==> src/rtl/countdown_timer.sv <==
// MM:SS countdown timer with set/run/pause/expired control and BCD outputs.
// Define COUNTDOWN_ALARM_EN to add the 1 Hz blinking alarm in EXPIRED.
module countdown_timer #(
  parameter int CLOCK_CYCLES = 50_000_000
) (
  input  logic       clk,
  input  logic       rst,
  input  logic       start,
  input  logic       pause,
  input  logic       clear,
  input  logic       inc_sec,
  input  logic       inc_min,
  output logic [3:0] sec1,
  output logic [3:0] sec2,
  output logic [3:0] min1,
  output logic [3:0] min2,
  output logic       running,
  output logic       done,
  output logic       alarm
);

  localparam int PW = (CLOCK_CYCLES > 2) ? $clog2(CLOCK_CYCLES) : 1;
  localparam logic [PW-1:0] LAST = PW'(CLOCK_CYCLES - 1);

  typedef enum logic [1:0] {
    IDLE,
    RUN,
    PAUSED,
    EXPIRED
  } state_t;

  state_t state, state_nxt;

  logic [PW-1:0] presc;
  logic          tick;
  logic          is_zero;
  logic          is_one;
  logic [3:0]    s1_inc, s2_inc, m1_inc, m2_inc;
  logic [3:0]    s1_dec, s2_dec, m1_dec, m2_dec;

  assign tick    = (presc == LAST);
  assign is_zero = ({min2, min1, sec2, sec1} == 16'h0000);
  assign is_one  = ({min2, min1, sec2, sec1} == 16'h0001);

  always_ff @(posedge clk) begin
    if (rst) state <= IDLE;
    else     state <= state_nxt;
  end

  always_comb begin
    state_nxt = state;
    if (clear) begin
      state_nxt = IDLE;
    end else begin
      unique case (state)
        IDLE:    if (start && !is_zero) state_nxt = RUN;
        RUN: begin
          if (pause)              state_nxt = PAUSED;
          else if (tick && is_one) state_nxt = EXPIRED;
        end
        PAUSED:  if (start) state_nxt = RUN;
        EXPIRED: state_nxt = EXPIRED;
        default: state_nxt = IDLE;
      endcase
    end
  end

  always_comb begin
    running = (state == RUN);
    done    = (state == EXPIRED);
`ifdef COUNTDOWN_ALARM_EN
    alarm   = (state == EXPIRED) && (presc < PW'(CLOCK_CYCLES / 2));
`else
    alarm   = 1'b0;
`endif
  end

  // Set-mode increments: each field wraps at 59 with no carry between them
  always_comb begin
    s1_inc = sec1 + 4'd1;
    s2_inc = sec2;
    if (sec1 == 4'd9) begin
      s1_inc = 4'd0;
      s2_inc = (sec2 == 4'd5) ? 4'd0 : sec2 + 4'd1;
    end
    m1_inc = min1 + 4'd1;
    m2_inc = min2;
    if (min1 == 4'd9) begin
      m1_inc = 4'd0;
      m2_inc = (min2 == 4'd5) ? 4'd0 : min2 + 4'd1;
    end
  end

  // One-second BCD decrement with a full borrow chain
  always_comb begin
    s1_dec = sec1 - 4'd1;
    s2_dec = sec2;
    m1_dec = min1;
    m2_dec = min2;
    if (sec1 == 4'd0) begin
      s1_dec = 4'd9;
      s2_dec = sec2 - 4'd1;
      if (sec2 == 4'd0) begin
        s2_dec = 4'd5;
        m1_dec = min1 - 4'd1;
        if (min1 == 4'd0) begin
          m1_dec = 4'd9;
          m2_dec = min2 - 4'd1;
        end
      end
    end
  end

  always_ff @(posedge clk) begin
    if (rst || clear) begin
      presc <= '0;
      sec1  <= 4'd0;
      sec2  <= 4'd0;
      min1  <= 4'd0;
      min2  <= 4'd0;
    end else begin
      unique case (state)
        IDLE: begin
          presc <= '0;
          if (inc_sec) begin
            sec1 <= s1_inc;
            sec2 <= s2_inc;
          end
          if (inc_min) begin
            min1 <= m1_inc;
            min2 <= m2_inc;
          end
        end
        RUN: begin
          if (!pause) begin
            if (tick) begin
              presc <= '0;
              sec1  <= s1_dec;
              sec2  <= s2_dec;
              min1  <= m1_dec;
              min2  <= m2_dec;
            end else begin
              presc <= presc + 1'b1;
            end
          end
        end
        PAUSED: begin
          presc <= presc;
        end
        EXPIRED: begin
`ifdef COUNTDOWN_ALARM_EN
          presc <= tick ? '0 : presc + 1'b1;
`else
          presc <= '0;
`endif
        end
        default: presc <= '0;
      endcase
    end
  end

endmodule
==> config.mk <==
export PLATFORM = sky130hd
export DESIGN_NAME = countdown_timer
export DESIGN_NICKNAME = d
export VERILOG_FILES = /design/src/rtl/countdown_timer.sv
export SDC_FILE = /design/constraint.sdc
export NUM_CORES = 1
export LEC_CHECK = 0
export CAP_MARGIN = 20
export CORE_MARGIN = 3
export CORE_UTILIZATION = 60
export CTS_BUF_LIST = sky130_fd_sc_hd__clkbuf_8 sky130_fd_sc_hd__clkbuf_16
export DETAILED_ROUTE_END_ITERATION = 6
export PLACE_DENSITY_LB_ADDON = 0.15
export SLEW_MARGIN = 5
export SYNTH_ARGS = -nofsm -noshare
export SYNTH_HDL_FRONTEND = slang
export SYNTH_SLANG_ARGS = --single-unit
==> constraint.sdc <==
create_clock -name clk -period 5.05 [get_ports clk]
set_clock_uncertainty 0.15 [all_clocks]
set_input_delay 0.505 -clock clk [delete_from_list [all_inputs] [get_ports clk]]
set_output_delay 0.505 -clock clk [all_outputs]
set_load 0.01 [all_outputs]
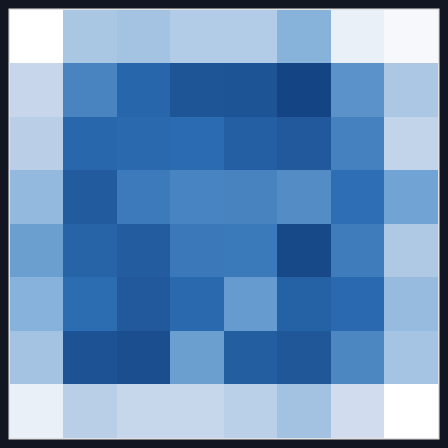
(images/density.png)
The die is cut into 8 by 8 equal tiles; white is low, dark blue is high, 0 to 100% covered.
tiles over 75% full	34%
nearly empty tiles	3.1%
mean over tiles	55%
fullest tile	92%
Final Core Density: 71.78%
core area: 4504 µm²
fp_density: 64.56%

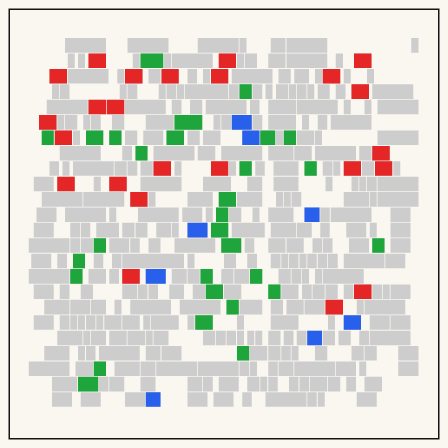
(images/gate_families.png)
colour	family	cells
blue	AND-OR and OR-AND gates	8
red	XOR/XNOR gates	24
green	AND and OR gates	29
number of non-filler instances in the completed layout: 426
share of cell area taken by multi-input logic gates: 57.82%
dominant logic cell type in the layout: dfxtp_1

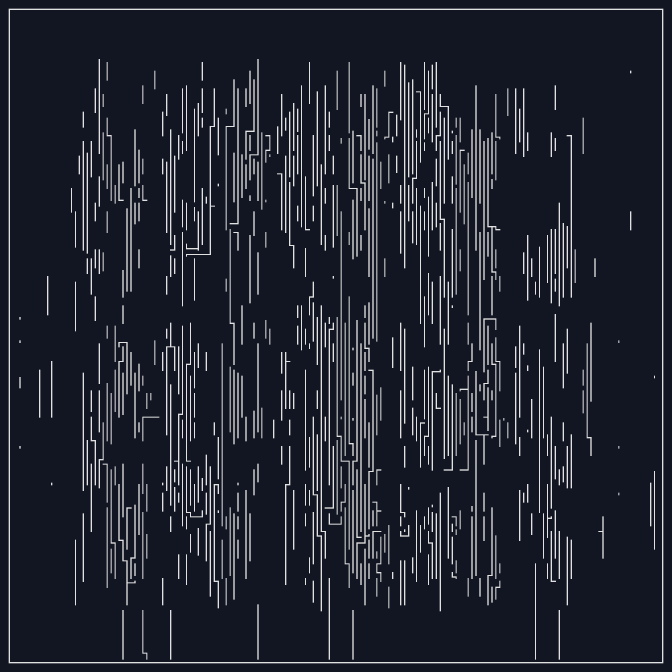
(images/met2.png)
nets with wire on the layer	310
wire length on this layer	2960 µm
longest straight run	26.2 µm
main direction	vertical
share of all routed wire	44%
M2 GR Usage: 37.30%
DR vias: 2726
drt total wl: 6757 µm

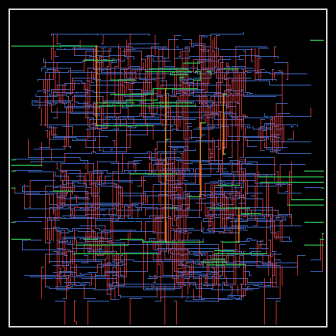
(images/metal_stack.png)
colour	layer	wire length
red	met2	2960 µm
orange	met4	95.9 µm
green	met3	370 µm
blue	met1	3330 µm
WL/cell: 15.86 µm
Total Routing Usage GR: 25.05%

==> results.toml <==
# generated from flow reports
[clock_network]
holdBufCountCts = 0
clkTransAtPathRegs_ns = 0.09
cts_resized = 0
cts_root_buf = "clkbuf_8"
clkLatencyLatePin_ns = 0.30
clock_path_buffers = 2
cts_setup_buffers = 0
cts_tree = "built"
numCtsBuffers = 5

[synth]
top_area_cell = "dfxtp_1"
enable_flop_cells = 0
syn_area_um2 = 2908
yosysWarnings = 0
postSynthCellCount = 364
topCellsByArea = "dfxtp_1, xor2_1, nor2_1, ha_1, nand3_1"
ys.flop_type = "dfxtp_1"
fp_nets = 381
ys.flops = 44
synth.yosys.seq_area_share_pct = 30.29
ys_cells = 364

[route]
drc_errors = 0
vias_per_cell = 6.399
dr.pass1.iters = 5
drt.antenna.violating_nets = 0

[placed_design]
portBuffers = 24
hpwlAfterDp_um = 4631
dp_cells = 418
gp_congestion = 0.8811

[worst_hold_path]
hold_path_class = "flop to flop"
min_from = "presc[1]$_SDFFE_PP0P_"

[layout]
logic_area_um2 = 1869
area_delta_synth_final_pct = 11.19
fillers = 372
nNetsFinal = 390
regArea_um2 = 880.8
drive_above_1_share_pct = 5.615
diodes = 0

[sta]
rsz0062_at_grt = "no"
setup_viol = 0
worstMarginPinSlew_ns = 1.074
relSlewSlack_pct = 28.43
period_used_pct = 60.61
holdWs_ns = 0.3477
fin_setup_tns_ns = 0
fin_crit_ns = 3.061
maxSlewViolCount = 0
final_hold_viol_count = 0
fmax_mhz = 326.7

[grt]
grt_overflow = 0
grt_max_degree = 32
grt_pass1_vias = 2409

[outcome]
status = "finished clean"

[critical_path]
r2r-start = "state[1]$_SDFFE_PP0P_"
cp-end-kind = "flop"
worst-setup-path-type = "flop to flop"
worstSetupStartpointType = "flop"
crit_required_ns = 5.06
cp_max_fo = 31

[floorplan]
fp.dieW_um = 75.62
chipArea_um2 = 5718

[pwr]
powerDensity_nw_per_um2 = 243.7
cellLeakagePower_nw = 1.075
routing by layer:
metal  routed length [µm]  GRT usage [%]  up-vias
li1                     -              -     1351
met1                 3334          36.66     1273
met2                 2957          37.30       91
met3                  370          4.749       11
met4                   95          7.379        0
met5                    0              0        -
synthesized netlist by cell type, types with 4 or more instances:
cell	n
a31oi_1	7
ha_1	10
xnor2_1	5
nand3b_1	4
nor2_1	41
o21ai_0	14
nor4_1	5
nor4b_1	5
nor3_1	15
mux2i_1	4
dfxtp_1	44
clkbuf_1	17
a211oi_1	5
nand2_1	16
xor2_1	19
inv_1	15
and3_1	4
and4_1	5
nor2b_1	10
or3_1	8
a21oi_1	18
nand4_1	13
nand3_1	19
stage by stage:
step	total power [W]	instance area (µm²)	util [%]	setup slack, ns
floorplan	0.0004689	2908	-	2.685
global placement	0.0004996	3112	69.08	2.120
detailed placement	0.0005023	3112	69.08	2.082
CTS	0.0007902	3233	71.78	2.068
global route	0.0008217	3233	71.78	1.756
finish	0.0007879	3233	71.78	1.989
flip-flops by register name (all words and copies together) (netlist names):
signal and flops:
sec1 4, presc 26, min1 4, sec2 4
state 2, min2 4
kinds of logic (layout without fill, tap and decap cells):
logic type | Yosys count | count (layout) | synth area share [%]
other | 1 | 1 | 0.1290
buffers and inverters | 37 | 47 | 5.421
muxes | 6 | 6 | 2.151
adders and majority gates | 10 | 10 | 4.303
and+or+nand+nor | 169 | 169 | 33.52
AOI/OAI and AO/OA | 73 | 73 | 16.95
xor gates and xnor gates | 24 | 24 | 7.229
DFF | 44 | 44 | 30.29
critical path, cell delays in order (launching register included):
cell	delay, ns
dfxtp_1	0.40
inv_1	0.08
ha_1	0.55
a21o_1	0.39
nor4_2	0.89
nand4_1	0.21
xor2_1	0.18
nor2_1	0.05
cells in the final DEF, fill, tap and decap left out, drive strengths merged, types with 10 or more instances in the layout:
master | netlist | layout
nand3 | 19 | 19
nor2b | 10 | 10
xor2 | 19 | 19
a21oi | 18 | 18
ha | 10 | 10
inv | 15 | 15
nand2 | 16 | 16
nand4 | 14 | 14
nor2 | 41 | 41
clkdlybuf4s50 | 0 | 24
o21ai | 15 | 15
nor3 | 15 | 15
dfxtp | 44 | 44
where the power goes:
group          switching, W  internal, W
sequential        0.0000114     0.000352
clock              0.000129     0.000162
combinational     0.0000800    0.0000535
total              0.000220     0.000568
path summary, 6_finish.rpt:
| path | to | slack [ns] | depth (start not counted) |
|---|---|---|---|
| max | presc[22]$_SDFFE_PP0P_ | 1.99 | 7 |
| max reg2reg | presc[22]$_SDFFE_PP0P_ | 1.99 | 7 |
| min | presc[1]$_SDFFE_PP0P_ | 0.35 | 2 |
| min reg2reg | presc[1]$_SDFFE_PP0P_ | 0.35 | 2 |
layout make-up:
class	count	area share [%]
multi-input cells	283	57.82
flip-flops and latches	44	27.24
well taps	52	2.012
inverters	15	1.741
clock buffers	6	2.554
repair buffers	24	7.430
clock inverters	2	1.200
No activity file was given, so power comes from the tool's default toggle rates.
